### src/rtl/demux_pkg.sv
// -----------------------------------------------------------------------------
// demux_pkg
// Shared constants and types for the demux_stream block: channel count,
// address width, per-channel FIFO depth, the FIFO occupancy type, and a helper
// that locates a channel's slice inside a packed per-channel bus.
// No ports (package).
// -----------------------------------------------------------------------------
package demux_pkg;

    localparam int NUM_CH     = 4;
    localparam int ADDR_W     = 2;
    localparam int FIFO_DEPTH = 2;
    localparam int CNT_W      = $clog2(FIFO_DEPTH + 1);

    typedef logic [CNT_W-1:0] cnt_t;

    localparam cnt_t CNT_EMPTY = '0;
    localparam cnt_t CNT_FULL  = cnt_t'(FIFO_DEPTH);

    // Channel 0 occupies the most significant slice of a packed bus.
    function automatic int slice_lsb(input int width, input int ch);
        return width * (NUM_CH - 1 - ch);
    endfunction

endpackage

### src/rtl/demux_stream_if.sv
// -----------------------------------------------------------------------------
// demux_stream_if
// Stream bus between a producer/consumer (master) and demux_stream (slave).
// Signals:
//   data_in   [WIDTH]        word to be routed
//   address   [2]            destination channel 0..3
//   in_valid                 data_in/address valid
//   in_ready                 block accepts the word this cycle
//   data_out  [4*WIDTH]      packed channel heads, channel 0 in the MSBs
//   out_valid [4]            per-channel head valid
//   out_ready [4]            per-channel consumer takes head
// -----------------------------------------------------------------------------
interface demux_stream_if
    import demux_pkg::*;
#(
    parameter int WIDTH = 8
);

    logic [WIDTH-1:0]        data_in;
    logic [ADDR_W-1:0]       address;
    logic                    in_valid;
    logic                    in_ready;
    logic [NUM_CH*WIDTH-1:0] data_out;
    logic [NUM_CH-1:0]       out_valid;
    logic [NUM_CH-1:0]       out_ready;

    modport master (
        output data_in, address, in_valid, out_ready,
        input  in_ready, data_out, out_valid
    );

    modport slave (
        input  data_in, address, in_valid, out_ready,
        output in_ready, data_out, out_valid
    );

endinterface

### src/rtl/demux_chan_fifo.sv
// -----------------------------------------------------------------------------
// demux_chan_fifo
// Two-entry FIFO for one demux channel. Push and pop may happen on the same
// edge; a push into a full FIFO or a pop from an empty one is ignored.
// Ports:
//   clk      in   clock, rising edge
//   rst      in   synchronous active-high reset (clears storage and pointers)
//   push_i   in   write din_i this edge
//   pop_i    in   drop the head this edge
//   din_i    in   [WIDTH] word to write
//   head_o   out  [WIDTH] oldest entry (registered state only)
//   count_o  out  occupancy 0..2
// -----------------------------------------------------------------------------
module demux_chan_fifo
    import demux_pkg::*;
#(
    parameter int WIDTH = 8
) (
    input  logic             clk,
    input  logic             rst,
    input  logic             push_i,
    input  logic             pop_i,
    input  logic [WIDTH-1:0] din_i,
    output logic [WIDTH-1:0] head_o,
    output cnt_t             count_o
);

    localparam int PTR_W = $clog2(FIFO_DEPTH);

    logic [WIDTH-1:0] mem_q [FIFO_DEPTH];
    logic [WIDTH-1:0] mem_d [FIFO_DEPTH];
    logic [PTR_W-1:0] rd_ptr_q, rd_ptr_d;
    logic [PTR_W-1:0] wr_ptr_q, wr_ptr_d;
    cnt_t             count_q, count_d;
    logic             do_push, do_pop;

    always_comb begin
        mem_d    = mem_q;
        rd_ptr_d = rd_ptr_q;
        wr_ptr_d = wr_ptr_q;
        count_d  = count_q;
        do_push  = push_i && (count_q != CNT_FULL);
        do_pop   = pop_i && (count_q != CNT_EMPTY);

        if (do_push) begin
            mem_d[wr_ptr_q] = din_i;
            wr_ptr_d        = wr_ptr_q + PTR_W'(1);
        end
        if (do_pop) begin
            rd_ptr_d = rd_ptr_q + PTR_W'(1);
        end

        // Push and pop together leave the occupancy unchanged.
        case ({do_push, do_pop})
            2'b10:   count_d = count_q + cnt_t'(1);
            2'b01:   count_d = count_q - cnt_t'(1);
            default: count_d = count_q;
        endcase
    end

    always_ff @(posedge clk) begin
        if (rst) begin
            for (int i = 0; i < FIFO_DEPTH; i++) begin
                mem_q[i] <= '0;
            end
            rd_ptr_q <= '0;
            wr_ptr_q <= '0;
            count_q  <= CNT_EMPTY;
        end else begin
            mem_q    <= mem_d;
            rd_ptr_q <= rd_ptr_d;
            wr_ptr_q <= wr_ptr_d;
            count_q  <= count_d;
        end
    end

    assign head_o  = mem_q[rd_ptr_q];
    assign count_o = count_q;

endmodule

### src/rtl/demux_stream.sv
// -----------------------------------------------------------------------------
// demux_stream
// Routes each accepted word to one of four independent 2-entry channel FIFOs
// selected by address. Each channel presents its oldest word on its slice of
// data_out with out_valid[k]; the consumer pops it with out_ready[k].
// A full destination refuses the word even if it delivers in the same cycle.
// Ports:
//   clk          in   clock, rising edge
//   rst          in   synchronous active-high reset
//   bus          slave modport of demux_stream_if (data_in, address,
//                in_valid, in_ready, data_out, out_valid, out_ready)
//   deliv_count  out  [32] four 8-bit wrapping delivery counters, channel 0
//                in the MSBs -- present only with DEMUX_STREAM_COUNT_EN
// Build option: define DEMUX_STREAM_COUNT_EN to add deliv_count.
// -----------------------------------------------------------------------------
module demux_stream
    import demux_pkg::*;
#(
    parameter int WIDTH = 8
) (
    input  logic                 clk,
    input  logic                 rst,
    demux_stream_if.slave        bus
`ifdef DEMUX_STREAM_COUNT_EN
    ,
    output logic [31:0]          deliv_count
`endif
);

    cnt_t                    count_w [NUM_CH];
    logic [NUM_CH-1:0]       push_w;
    logic [NUM_CH-1:0]       pop_w;
    logic [NUM_CH-1:0]       out_valid_w;
    logic [NUM_CH*WIDTH-1:0] data_out_w;
    logic                    accept_w;

    // Readiness depends only on the addressed channel's stored occupancy.
    assign bus.in_ready = (count_w[bus.address] != CNT_FULL);
    assign accept_w     = bus.in_valid && bus.in_ready;

    for (genvar k = 0; k < NUM_CH; k++) begin : g_chan
        localparam int LSB = slice_lsb(WIDTH, k);

        assign push_w[k]      = accept_w && (bus.address == ADDR_W'(k));
        assign out_valid_w[k] = (count_w[k] != CNT_EMPTY);
        assign pop_w[k]       = out_valid_w[k] && bus.out_ready[k];

        demux_chan_fifo #(
            .WIDTH (WIDTH)
        ) u_fifo (
            .clk     (clk),
            .rst     (rst),
            .push_i  (push_w[k]),
            .pop_i   (pop_w[k]),
            .din_i   (bus.data_in),
            .head_o  (data_out_w[LSB +: WIDTH]),
            .count_o (count_w[k])
        );
    end

    assign bus.out_valid = out_valid_w;
    assign bus.data_out  = data_out_w;

`ifdef DEMUX_STREAM_COUNT_EN
    logic [7:0] dcnt_q [NUM_CH];

    always_ff @(posedge clk) begin
        if (rst) begin
            for (int k = 0; k < NUM_CH; k++) begin
                dcnt_q[k] <= '0;
            end
        end else begin
            for (int k = 0; k < NUM_CH; k++) begin
                if (pop_w[k]) begin
                    dcnt_q[k] <= dcnt_q[k] + 8'd1;
                end
            end
        end
    end

    always_comb begin
        deliv_count = '0;
        for (int k = 0; k < NUM_CH; k++) begin
            deliv_count[slice_lsb(8, k) +: 8] = dcnt_q[k];
        end
    end
`endif

endmodule

### src/flat_wrapper.sv
// flat-port wrapper written by rule: the top's interface ports become plain ports
module demux_stream_flat import demux_pkg::*;
#(
    parameter int WIDTH = 8
)
  (clk, rst, bus_data_in, bus_address, bus_in_valid, bus_out_ready, bus_in_ready, bus_data_out, bus_out_valid);
  demux_stream_if #(.WIDTH(WIDTH)) bus_i ();
  input  logic clk;
  input  logic rst;
  input wire logic [$bits(bus_i.data_in)-1:0] bus_data_in;
  input wire logic [$bits(bus_i.address)-1:0] bus_address;
  input wire logic [$bits(bus_i.in_valid)-1:0] bus_in_valid;
  input wire logic [$bits(bus_i.out_ready)-1:0] bus_out_ready;
  output wire logic [$bits(bus_i.in_ready)-1:0] bus_in_ready;
  output wire logic [$bits(bus_i.data_out)-1:0] bus_data_out;
  output wire logic [$bits(bus_i.out_valid)-1:0] bus_out_valid;
  assign bus_i.data_in = bus_data_in;
  assign bus_i.address = bus_address;
  assign bus_i.in_valid = bus_in_valid;
  assign bus_i.out_ready = bus_out_ready;
  assign bus_in_ready = bus_i.in_ready;
  assign bus_data_out = bus_i.data_out;
  assign bus_out_valid = bus_i.out_valid;
  demux_stream #(.WIDTH(WIDTH)) u_core (.clk(clk), .rst(rst), .bus(bus_i));
endmodule
### config.mk
export PLATFORM = sky130hd
export DESIGN_NAME = demux_stream_flat
export DESIGN_NICKNAME = d
export VERILOG_FILES = /design/src/rtl/demux_pkg.sv /design/src/rtl/demux_stream_if.sv /design/src/rtl/demux_chan_fifo.sv /design/src/rtl/demux_stream.sv /design/src/flat_wrapper.sv
export SDC_FILE = /design/constraint.sdc
export NUM_CORES = 1
export LEC_CHECK = 0
export CORE_ASPECT_RATIO = 1.4
export CORE_MARGIN = 2
export CORE_UTILIZATION = 55
export DETAILED_ROUTE_END_ITERATION = 12
export PLACE_DENSITY = 0.86
export SYNTH_ARGS = -nofsm -noshare
export SYNTH_HDL_FRONTEND = slang
export SYNTH_HIERARCHICAL = 1
export SYNTH_SLANG_ARGS = --single-unit
### constraint.sdc
create_clock -name clk -period 3.2 [get_ports clk]
set_clock_uncertainty 0.05 [all_clocks]
set_input_delay 0.32 -clock clk [delete_from_list [all_inputs] [get_ports clk]]
set_output_delay 0.32 -clock clk [all_outputs]
set_load 0.03 [all_outputs]
### Routed metal, one colour a layer, run 1

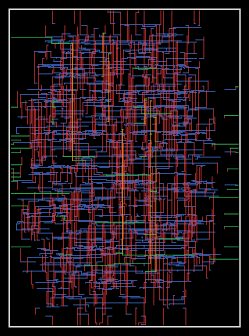
| colour | layer | wire length |
|---|---|---|
| green | M3 | 298 um |
| orange | M4 | 229 um |
| red | M2 | 4290 um |
| blue | M1 | 3810 um |
final wirelength: 8630 um
routed vias: 3079
WL per Instance: 15.2 um

### Selected gate families, run 1

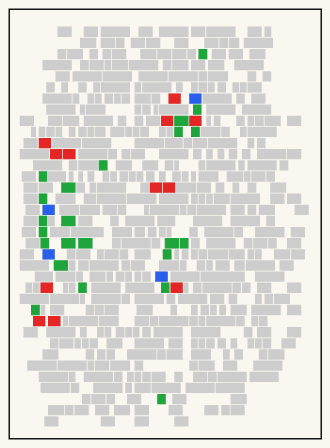
| colour | family | cells |
|---|---|---|
| blue | non-inverting ao/oa cells | 4 |
| green | and/or cells | 23 |
| red | xor and xnor cells | 12 |

### Met2 routing, run 1

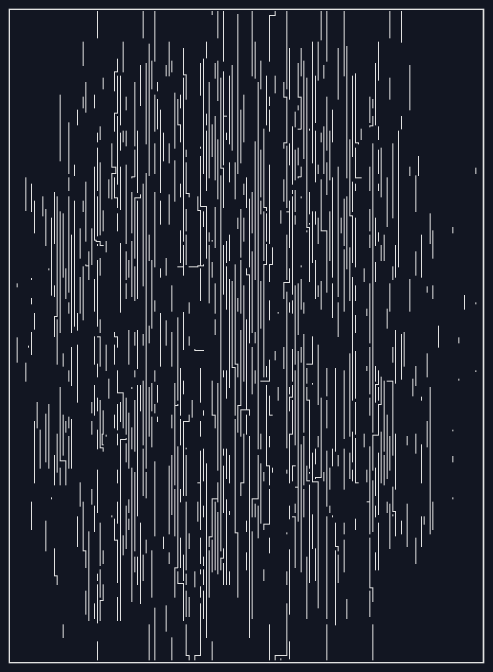
main direction: vertical
share of all routed wire: 50%

==> summary.txt, run 1 <==
yosys + openroad results -> status=complete, no violations, final instance area=4780 um2, most numerous logic cell after layout=dfxtp_1, synth unique cells=32, MaxCap Viol Count=0, register bit total from synthesis=80, R2R Path End=u_core/g_chan[0].u_fifo/count_o[1], CTS tree=yes, Synth Net Count=438, Die X=75.9 um, Antenna Nets Post-Route=0, floorplan die height=105 um, CP Class=flop to primary output, CTS Buf Count=9, I/O Pins=54, root buf cell=clkbuf_8, critical path launch point type=flop, Rows=36, comb. cell area=2290 um2, Power Density=426 nW/um2, Final Max Slew Viols=0, first drt pass iteration count=4, Placement Cell Area=4570 um2, post-CTS setup buffers=0, Worst EP required=2.83 ns, fmax=0.407 GHz, DPL Wire Length=5990 um, clock slew at reported path FFs=0.08 ns, CORE AREA=6980 um2, R2R depth=7, post-CTS sizing=0, total track usage=22.5%, IO buf count=53, worst hold start=rst, clock buffer depth=2, Synth area leaders=dfxtp_1 (40%), nand2b_1 (11%), mux2i_1 (8.1%), Yosys chip area=3980 um2, Fin Setup TNS=0 ns, ys cells=417, # diodes=0, Post-synth seq share=40.3%, cts hold-fix bufs=0, unrepaired setup endpoints after global routing=no, CTS Sinks=80, vias in the first global route=2997, Log Warnings=26, Iter 0 DRT Violations=223, gp weighted congestion=0.808, Crit path largest cell delay=0.61 ns, Top cell area share=40.3%, initial antenna violation count=0, worst vdd ir=0.290 mV, r2r setup slk=1.08 ns, area leader, netlist=dfxtp_1, P_leak=1.79 nW, largest net degree at the start of global routing=49, layout cells sized above 1=13.5%, Congestion Overflow GR=0, Final Net Count=489, Residual DRC=0, Yosys warning count=6, CP bufs+invs=1, Min-Delay Path Depth=2, Slowest cell on crit path=clkdlybuf4s50_1, Cells after Synth=417, RR Startpoint=u_core/g_chan[0].u_fifo/count_o[0], die area=7940 um2, Area Overhead vs Synth=20.1%, FF+latch area=1600 um2, crit share post-route=76.8%, worst skew pair latency=0.34 ns, worst-path cell chain=nand2b_1 -> mux4_2 -> clkdlybuf4s50_1, Top cells excl fill/tap=dfxtp_1 (80), nand2b_1 (73), clkdlybuf4s50_1 (52), o21ai_1 (44), worst hold path class=input pin to flop, critical-path maximum fanout=7, first-pass GRT wire length=13800 um, final tally of hold violations=0, CP top delay family=buffers and inverters, hold path endpoint=u_core/g_chan[2].u_fifo/count_o[0], Initial Utilization=57.0%, crit path DAT=2.09 ns, Power, Total=0.00203 W, post-DR vias/cell=5.42, Slew @ Worst Pin=0.464 ns, H-tree Lvls=3, kind of end point of the critical path=primary output, worst hold slack=0.359 ns, setup violators final=0, Post-Syn Area=3980 um2, final core occ=68.4%, Synth Area per Inst=9.54 um2, Slew Limit Headroom=69.1%, fillers=548, min Tclk post-route=2.46 ns
[run 1: logic make-up (layout without fill, tap and decap cells)]
logic type                 Yosys count  in the layout  share of synthesized area (%)
AOI/OAI and AO/OA                   84             84                           11.0
xor gates and xnor gates            12             12                           2.64
adders and majority gates            4              4                           1.26
buffers and inverters               20             76                           2.20
DFF                                 80             80                           40.3
muxes                               65             65                           17.7
and+or+nand+nor                    152            152                           25.0
[run 1: layout make-up]
type                    count  area share, %
flip-flops and latches     80           33.5
inverters                   4          0.314
multi-input cells         317           47.9
clock buffers              11           3.17
repair buffers             56           11.5
well taps                  95           2.49
clock inverters             5           1.15
[run 1: worst register-to-register path: cells and delay by family (launching register included)]
family	cells	cell delay, ns
buf+inv	1	0.19
simple gates	4	0.86
fa+ha+maj	1	0.33
flops	1	0.45
compound gates	1	0.16
[run 1: where the power goes]
part / internal (W) / total [W] / switching, W
registers: 0.00102 / 0.00104 / 0.0000200
logic: 0.000115 / 0.000244 / 0.000129
clock network: 0.000400 / 0.000752 / 0.000352
[run 1: worst max-delay path by stage]
stage,from,end,cells after the start
after global routing,u_core/g_chan[2].u_fifo/count_o[1],bus_in_ready,3
final,u_core/g_chan[2].u_fifo/count_o[1],bus_in_ready,3
after global placement,bus_address[1],bus_in_ready,3
after detailed placement,bus_address[1],bus_in_ready,3
after CTS,u_core/g_chan[2].u_fifo/count_o[1],bus_in_ready,3
after floorplan,u_core/g_chan[0].u_fifo/count_o[0],u_core/g_chan[0].u_fifo/count_o[1],6
[run 1: registers in the layout (all words and copies together) (netlist names)]
signal and count:
u_core/g_chan.u_fifo/wr_ptr_q 4, u_core/g_chan.u_fifo/count_o 8, u_core/g_chan.u_fifo/rd_ptr_q 4, u_core/g_chan.u_fifo/mem_q 64
[run 1: Yosys cell counts]
master / instances
o21ai_1: 44
and2b_4: 4
ha_1: 4
nand3_1: 4
clkbuf_1: 8
nor2b_1: 32
o21ai_0: 28
mux2_2: 24
and3_1: 4
and4_2: 1
mux4_2: 1
dfxtp_1: 80
a21oi_1: 8
nor4bb_1: 1
or3_1: 4
buf_4: 1
xor2_1: 4
xnor2_1: 8
nand2_1: 4
mux2i_1: 32
nand2b_4: 6
and4b_1: 2
nor2_1: 8
and2_1: 4
or2_2: 3
o21a_2: 4
nand2b_1: 73
mux2_1: 8
or2_1: 1
nand2b_2: 1
buf_2: 7
inv_1: 4
[run 1: metrics by stage]
stage,setup slack [ns],cells
after detailed placement,0.785,552
after CTS,0.734,568
final,0.742,568
after global routing,0.656,568
after global placement,0.798,552
after floorplan,1.22,417
[run 1: routing by layer]
metal	global-route usage, %	part of all wire [%]
met4	10.7	2.7
met3	3.57	3.4
met1	30.2	44
met5	0	0
met2	34.7	50
==> inputs of run 2 (changes only) <==
CORE_UTILIZATION = 50   (was 55)
PLACE_DENSITY = 0.83   (was 0.86)
clock period = 2.2 ns   (was 3.2 ns; I/O delays follow)
==> summary.txt, run 2 <==
yosys + openroad results -> gp weighted congestion=0.778, kind of end point of the critical path=primary output, Cells after Synth=417, P_leak=1.81 nW, Synth Area per Inst=9.54 um2, clock slew at reported path FFs=0.08 ns, Compound Share, Synth=11.0%, status=complete, no violations, CORE AREA=7750 um2, final tally of hold violations=0, r2r setup slk=0.21 ns, Post-synth top cells=dfxtp_1 (80), nand2b_1 (73), o21ai_1 (44), MaxCap Viol Count=0, die area=8690 um2, critical-path maximum fanout=7, R2R depth=6, simple share=25.0%, Die X=79.4 um, first-pass GRT wire length=14400 um, # diodes=0, critical path launch point type=flop, Yosys warning count=6, clock buffer depth=2, floorplan die height=110 um, Post-synth seq share=40.3%, Top cell area share=40.3%, hold path endpoint=u_core/g_chan[2].u_fifo/count_o[0], Top cells excl fill/tap=dfxtp_1 (76), nand2b_1 (73), clkdlybuf4s50_1 (51), o21ai_1 (44), worst skew pair latency=0.35 ns, CTS Sinks=80, Log Warnings=28, ys cells=417, R2R Path End=u_core/g_chan[2].u_fifo/count_o[1], post-CTS setup buffers=0, Antenna Nets Post-Route=0, CP Class=flop to primary output, I/O Pins=54, Synth area leaders=dfxtp_1 (40%), nand2b_1 (11%), mux2i_1 (8.1%), Iter 0 DRT Violations=196, area fraction in mux cells=17.7%, crit share post-route=96.3%, most frequent cell after synthesis=dfxtp_1, Congestion Overflow GR=0, fa+ha+maj area frac=1.26%, Worst EP required=1.93 ns, Synth Net Count=438, Area Overhead vs Synth=20.9%, synth unique cells=32, setup violators final=0, worst hold start=rst, RR Startpoint=u_core/g_chan[2].u_fifo/count_o[0], CTS Buf Count=9, CTS tree=yes, Initial Utilization=51.3%, vias in the first global route=3028, DPL Wire Length=6100 um, Final Net Count=493, ys flop type=dfxtp_1, ys async rst share=0%, layout cells sized above 1=14.9%, Min-Delay Path Depth=3, Slew Limit Headroom=73.8%, Placement Cell Area=4620 um2, IO buf count=53, worst vdd ir=0.425 mV, Residual DRC=0, H-tree Lvls=3, Most flops, register=u_core/g_chan.u_fifo/mem_q, most numerous logic cell after layout=dfxtp_1, register bit total from synthesis=80, Power Density=601 nW/um2, Top logic family=simple AND/OR/NAND/NOR gates, final instance area=4810 um2, Yosys chip area=3980 um2, initial antenna violation count=0, root buf cell=clkbuf_8, XOR Share, Synth=2.64%, Rows=38, number of enable flip-flop cells=0, Power, Total=0.00289 W, min Tclk post-route=2.12 ns, area leader, netlist=dfxtp_1, crit path DAT=1.85 ns, fmax=0.472 GHz, worst hold slack=0.325 ns, worst hold path class=input pin to flop, largest net degree at the start of global routing=113, unrepaired setup endpoints after global routing=no, post-DR vias/cell=5.40, Slew @ Worst Pin=0.392 ns, Post-Syn Area=3980 um2, Final Max Slew Viols=0, first drt pass iteration count=4, Largest register FFs=64
## run 2: cell counts after synthesis
Identical to the previous run, type by type.
## run 2: layout make-up
class / count / area, um2
Fill cell: 657 / 2940
Multi-Input combinational cell: 317 / 2290
Sequential cell: 80 / 1610
Timing Repair Buffer: 60 / 589
Clock buffer: 13 / 169
Tap cell: 100 / 125
Clock inverter: 3 / 15.0
Inverter: 4 / 15.0
## run 2: repair_timing
action	4_1_cts	5_1_grt
endpoints found under the setup margin	33	0
resized	5	0
hold buffers	0	0
## run 2: layer usage
layer | vias to the layer above | global-route usage [%] | routed length (um) | part of all wire, %
met2 | 72 | 34.0 | 4220 | 48
met4 | 0 | 14.4 | 441 | 5.0
met3 | 23 | 3.53 | 351 | 4.0
met1 | 1482 | 27.0 | 3840 | 43
met5 | - | 0 | 0 | 0
li1 | 1541 | - | - | -
## run 2: per-stage QoR
stage	instances	worst slack, ns	TNS [ns]
2_1_floorplan	417	0.218	0
3_3_place_gp	561	-0.00186	-0.00186
3_5_place_dp	561	-0.0193	-0.0193
4_1_cts	577	0.0788	0
5_1_grt	577	0.0419	0
6_report	577	0.0825	0
## run 2: how the worst max path moves through the flow
stage / from / endpoint / slack [ns]
6_report: u_core/g_chan[2].u_fifo/count_o[1] / bus_in_ready / 0.08
5_1_grt: u_core/g_chan[2].u_fifo/count_o[1] / bus_in_ready / 0.04
4_1_cts: u_core/g_chan[3].u_fifo/rd_ptr_q / bus_data_out[1] / 0.08
3_5_place_dp: bus_address[1] / bus_in_ready / -0.02
3_3_place_gp: bus_address[1] / bus_in_ready / -0.002
2_1_floorplan: u_core/g_chan[0].u_fifo/count_o[0] / u_core/g_chan[0].u_fifo/count_o[1] / 0.22
## run 2: critical path, cell delays in order (launching register included)
cell and delay (ns):
dfxtp_1 0.48, nand2b_1 0.13, mux4_2 0.50, dlygate4sd2_1 0.38
## run 2: power by group
part           internal [W]  switching [W]
Sequential          0.00148      0.0000291
Combinational      0.000172       0.000191
Clock              0.000498       0.000519
Total               0.00215       0.000739
## run 2: cell families after synthesis
family	after synthesis
DFF	80
and+or+nand+nor	152
xor gates and xnor gates	12
buffers and inverters	20
AOI/OAI and AO/OA	84
muxes	65
adders and majority gates	4
### Routed metal, one colour a layer, run 2

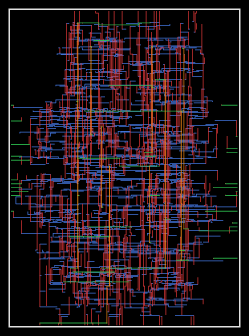
| colour | layer | wire length |
|---|---|---|
| blue | M1 | 3840 um |
| red | M2 | 4220 um |
| orange | M4 | 442 um |
| green | M3 | 351 um |
routed vias: 3118
final wirelength: 8860 um
total track usage: 21.5%
WL per Instance: 15.4 um

### Track usage over the die, run 2

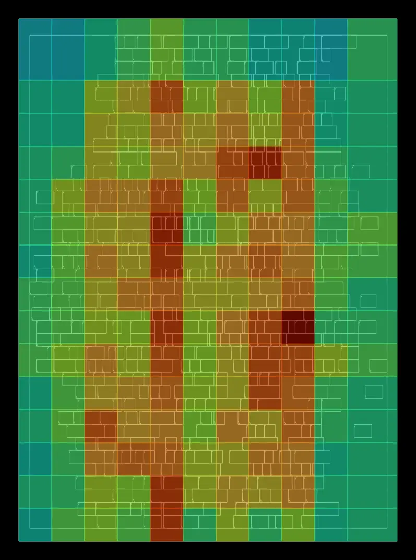
final core occ: 62.0%
met3 GRT Util: 3.53%
met2 Use GR: 34.0%

### Met2 routing, run 2

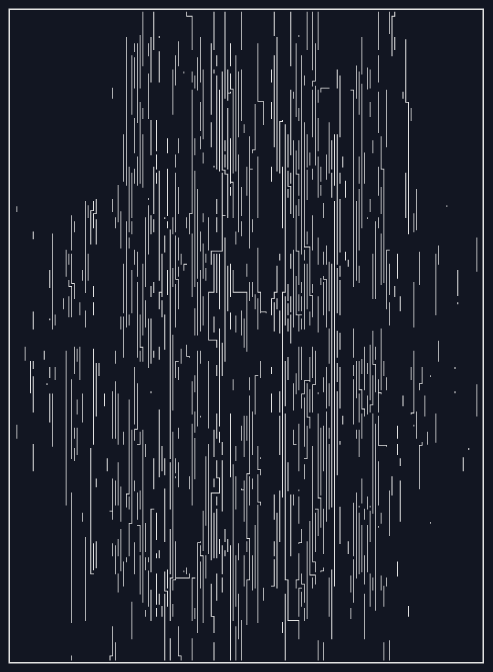
share of all routed wire: 48%
longest straight run: 64.6 um
main direction: vertical
wire length on this layer: 4220 um
nets with wire on the layer: 434

==> inputs of run 3 (changes only) <==
CORE_UTILIZATION = 51   (was 50)
CTS_BUF_LIST = sky130_fd_sc_hd__clkbuf_4   (was not set)
PLACE_DENSITY = 0.84   (was 0.83)
TNS_END_PERCENT = 10   (was not set)
### Routed metal, one colour a layer, run 3

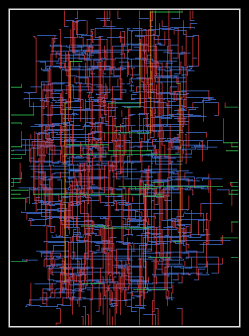
| colour | layer | wire length |
|---|---|---|
| orange | M4 | 231 um |
| blue | M1 | 3800 um |
| green | M3 | 357 um |
| red | M2 | 4460 um |
routed vias: 3110
total track usage: 21.4%
WL per Instance: 15.3 um

### Met2 routing, run 3

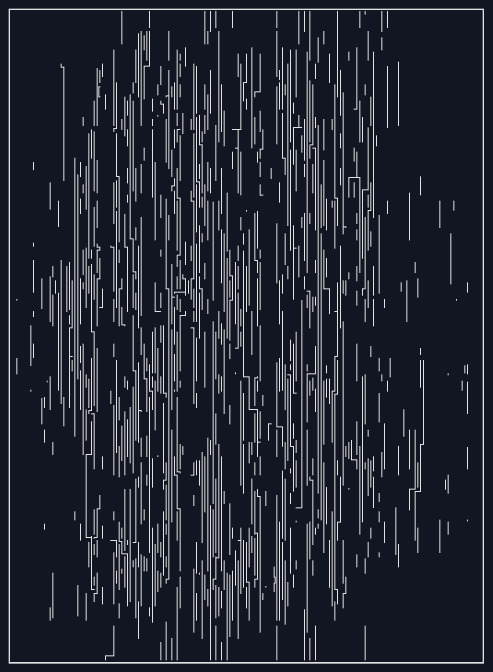
wire length on this layer: 4460 um
share of all routed wire: 50%
main direction: vertical
met2 Use GR: 35.5%
final wirelength: 8840 um

### Local utilization, run 3

The die is cut into 8 by 11 equal tiles; white is low, dark blue is high, 0 to 100% covered.
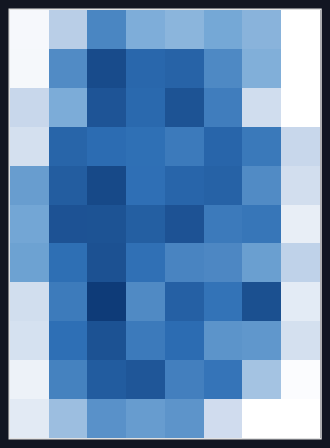
fullest tile: 96%
tiles over 75% full: 28%
nearly empty tiles: 6.8%
densest ninth of the die: middle
CORE AREA: 7650 um2
Initial Utilization: 51.9%
final core occ: 62.9%

==> summary.txt, run 3 <==
yosys + openroad results -> status=complete, no violations, ys flop type=dfxtp_1, Residual DRC=0, Cells after Synth=417, worst hold slack=0.271 ns, Min-Delay Path Depth=3, crit share post-route=97.1%, Iter 0 DRT Violations=122, most frequent cell after synthesis=dfxtp_1, vias in the first global route=3010, CTS Buf Count=9, Synth Net Count=438, Synth area leaders=dfxtp_1 (40%), nand2b_1 (11%), mux2i_1 (8.1%), Most flops, register=u_core/g_chan.u_fifo/mem_q, die area=8530 um2, r2r setup slk=0.19 ns, cts hold-fix bufs=0, Post-synth top cells=dfxtp_1 (80), nand2b_1 (73), o21ai_1 (44), Post-synth seq share=40.3%, Fin Setup TNS=0 ns, Synth Area per Inst=9.54 um2, FF+latch area=1620 um2, unrepaired setup endpoints after global routing=yes, H-tree Lvls=3, Slew Limit Headroom=71.8%, ys cells=417, IO buf count=53, Slew @ Worst Pin=0.421 ns, pre-CTS setup slack=-0.0261 ns, R2R depth=7, P_leak=1.90 nW, worst hold path class=input pin to flop, gp weighted congestion=0.767, number of enable flip-flop cells=0, met1 WL=3800 um, fmax=0.468 GHz, root buf cell=clkbuf_4, critical path launch point type=flop, Power Density=587 nW/um2, Area Overhead vs Synth=21.1%, fillers=666, most numerous logic cell after layout=nand2b_1, synth unique cells=32, Rows=38, Yosys chip area=3980 um2, worst hold start=rst, Top cell area share=40.3%, # diodes=0, Antenna Nets Post-Route=0, Die X=78.6 um, setup violators final=0, kind of end point of the critical path=primary output, RR Startpoint=u_core/g_chan[0].u_fifo/count_o[0], register bit total from synthesis=80, R2R Path End=u_core/g_chan[0].u_fifo/count_o[1], initial antenna violation count=0, layout cells sized above 1=15.7%, CP Class=flop to primary output, first drt pass iteration count=4, hold path endpoint=u_core/g_chan[3].u_fifo/rd_ptr_q, CTS Sinks=80, clock buffer depth=2, worst skew pair latency=0.41 ns, critical-path maximum fanout=7, MaxCap Viol Count=0, Yosys warning count=6, first-pass GRT wire length=14200 um, Final Max Slew Viols=0, Worst EP required=1.93 ns, DPL Wire Length=6010 um, Post-Syn Area=3980 um2, largest net degree at the start of global routing=113, DR top layer=met4, Congestion Overflow GR=0, worst vdd ir=0.387 mV, Top cells excl fill/tap=nand2b_1 (73), dfxtp_1 (72), clkdlybuf4s50_1 (46), o21ai_1 (44), Log Warnings=29, final tally of hold violations=0, met2 wire length=4460 um, crit path DAT=1.87 ns, Final Net Count=495, min Tclk post-route=2.14 ns, post-DR vias/cell=5.37, Largest register FFs=64, I/O Pins=54, DR WL met3=356 um, area leader, netlist=dfxtp_1, ys async rst share=0%, floorplan die height=108 um, PnR worst setup slack=0.0645 ns, clock slew at reported path FFs=0.12 ns, comb. cell area=2290 um2, CTS tree=yes
## run 3: cell count changes in the layout (fill, tap and decap cells not counted), moves of 2 or more
cell / change
clkbuf_8: -12
clkbuf_4: +11
clkdlybuf4s50_1: -5
dlymetal6s2s_1: +5
dfxtp_1: -4
clkinv_1: +3
clkinv_2: -3
buf_4: +2
bufinv_16: +2
dfxtp_2: +2
dfxtp_4: +2
## run 3: how the worst max path moves through the flow
stage                                                  start                                  to  slack, ns  cells past startpoint
after CTS                   u_core/g_chan[0].u_fifo/rd_ptr_q                    bus_data_out[31]      0.002                      2
after floorplan           u_core/g_chan[0].u_fifo/count_o[0]  u_core/g_chan[0].u_fifo/count_o[1]       0.22                      6
after global placement                        bus_address[1]                        bus_in_ready     -0.007                      3
after global routing      u_core/g_chan[0].u_fifo/count_o[0]                        bus_in_ready      -0.02                      3
after detailed placement                      bus_address[1]                        bus_in_ready      -0.03                      3
final                     u_core/g_chan[0].u_fifo/count_o[0]                        bus_in_ready       0.06                      3
## run 3: cell type report
cell class	count	area share [%]
multi-input combinational	317	47.5
sequential	80	33.6
timing repair buffer	62	12.8
tap	100	2.60
clock buffer	11	1.72
clock inverter	5	1.48
inverter	4	0.312
## run 3: logic make-up after synthesis
logic type | Yosys count | share of synthesized area [%]
AOI/OAI and AO/OA | 84 | 11.0
xor gates and xnor gates | 12 | 2.64
adders and majority gates | 4 | 1.26
buffers and inverters | 20 | 2.20
DFF | 80 | 40.3
muxes | 65 | 17.7
and+or+nand+nor | 152 | 25.0
## run 3: power breakdown
group | total [W] | switching (W) | internal, W
Combinational | 0.000366 | 0.000193 | 0.000174
Clock | 0.000951 | 0.000474 | 0.000477
Sequential | 0.00151 | 0.0000299 | 0.00148
## run 3: metrics by stage
step / cell area, um2 / total power [W] / instances / utilization (%)
floorplan: 3980 / 0.00176 / 417 / -
global placement: 4630 / 0.00190 / 563 / 60.5
detailed placement: 4630 / 0.00191 / 563 / 60.5
CTS: 4790 / 0.00285 / 579 / 62.6
global route: 4810 / 0.00294 / 579 / 62.9
finish: 4810 / 0.00283 / 579 / 62.9
## run 3: repair_timing
action / CTS / global route
cloned: 0 / 0
resized: 5 / 11
buffers inserted: 0 / 0
setup endpoints to repair: 33 / 22
endpoints found under the hold margin: 0 / 0
## run 3: routing by layer
layer / global-route usage [%] / vias to the layer above
met5: 0 / -
met4: 10.3 / 0
met3: 4.59 / 14
met2: 35.5 / 66
met1: 26.5 / 1479
li1: - / 1551
## run 3: critical path: stages, from the launching register on
cell	delay, ns
dfxtp_1	0.40
nand2b_1	0.19
mux4_2	0.49
dlygate4sd2_1	0.37
No activity file was given, so power comes from the tool's default toggle rates.
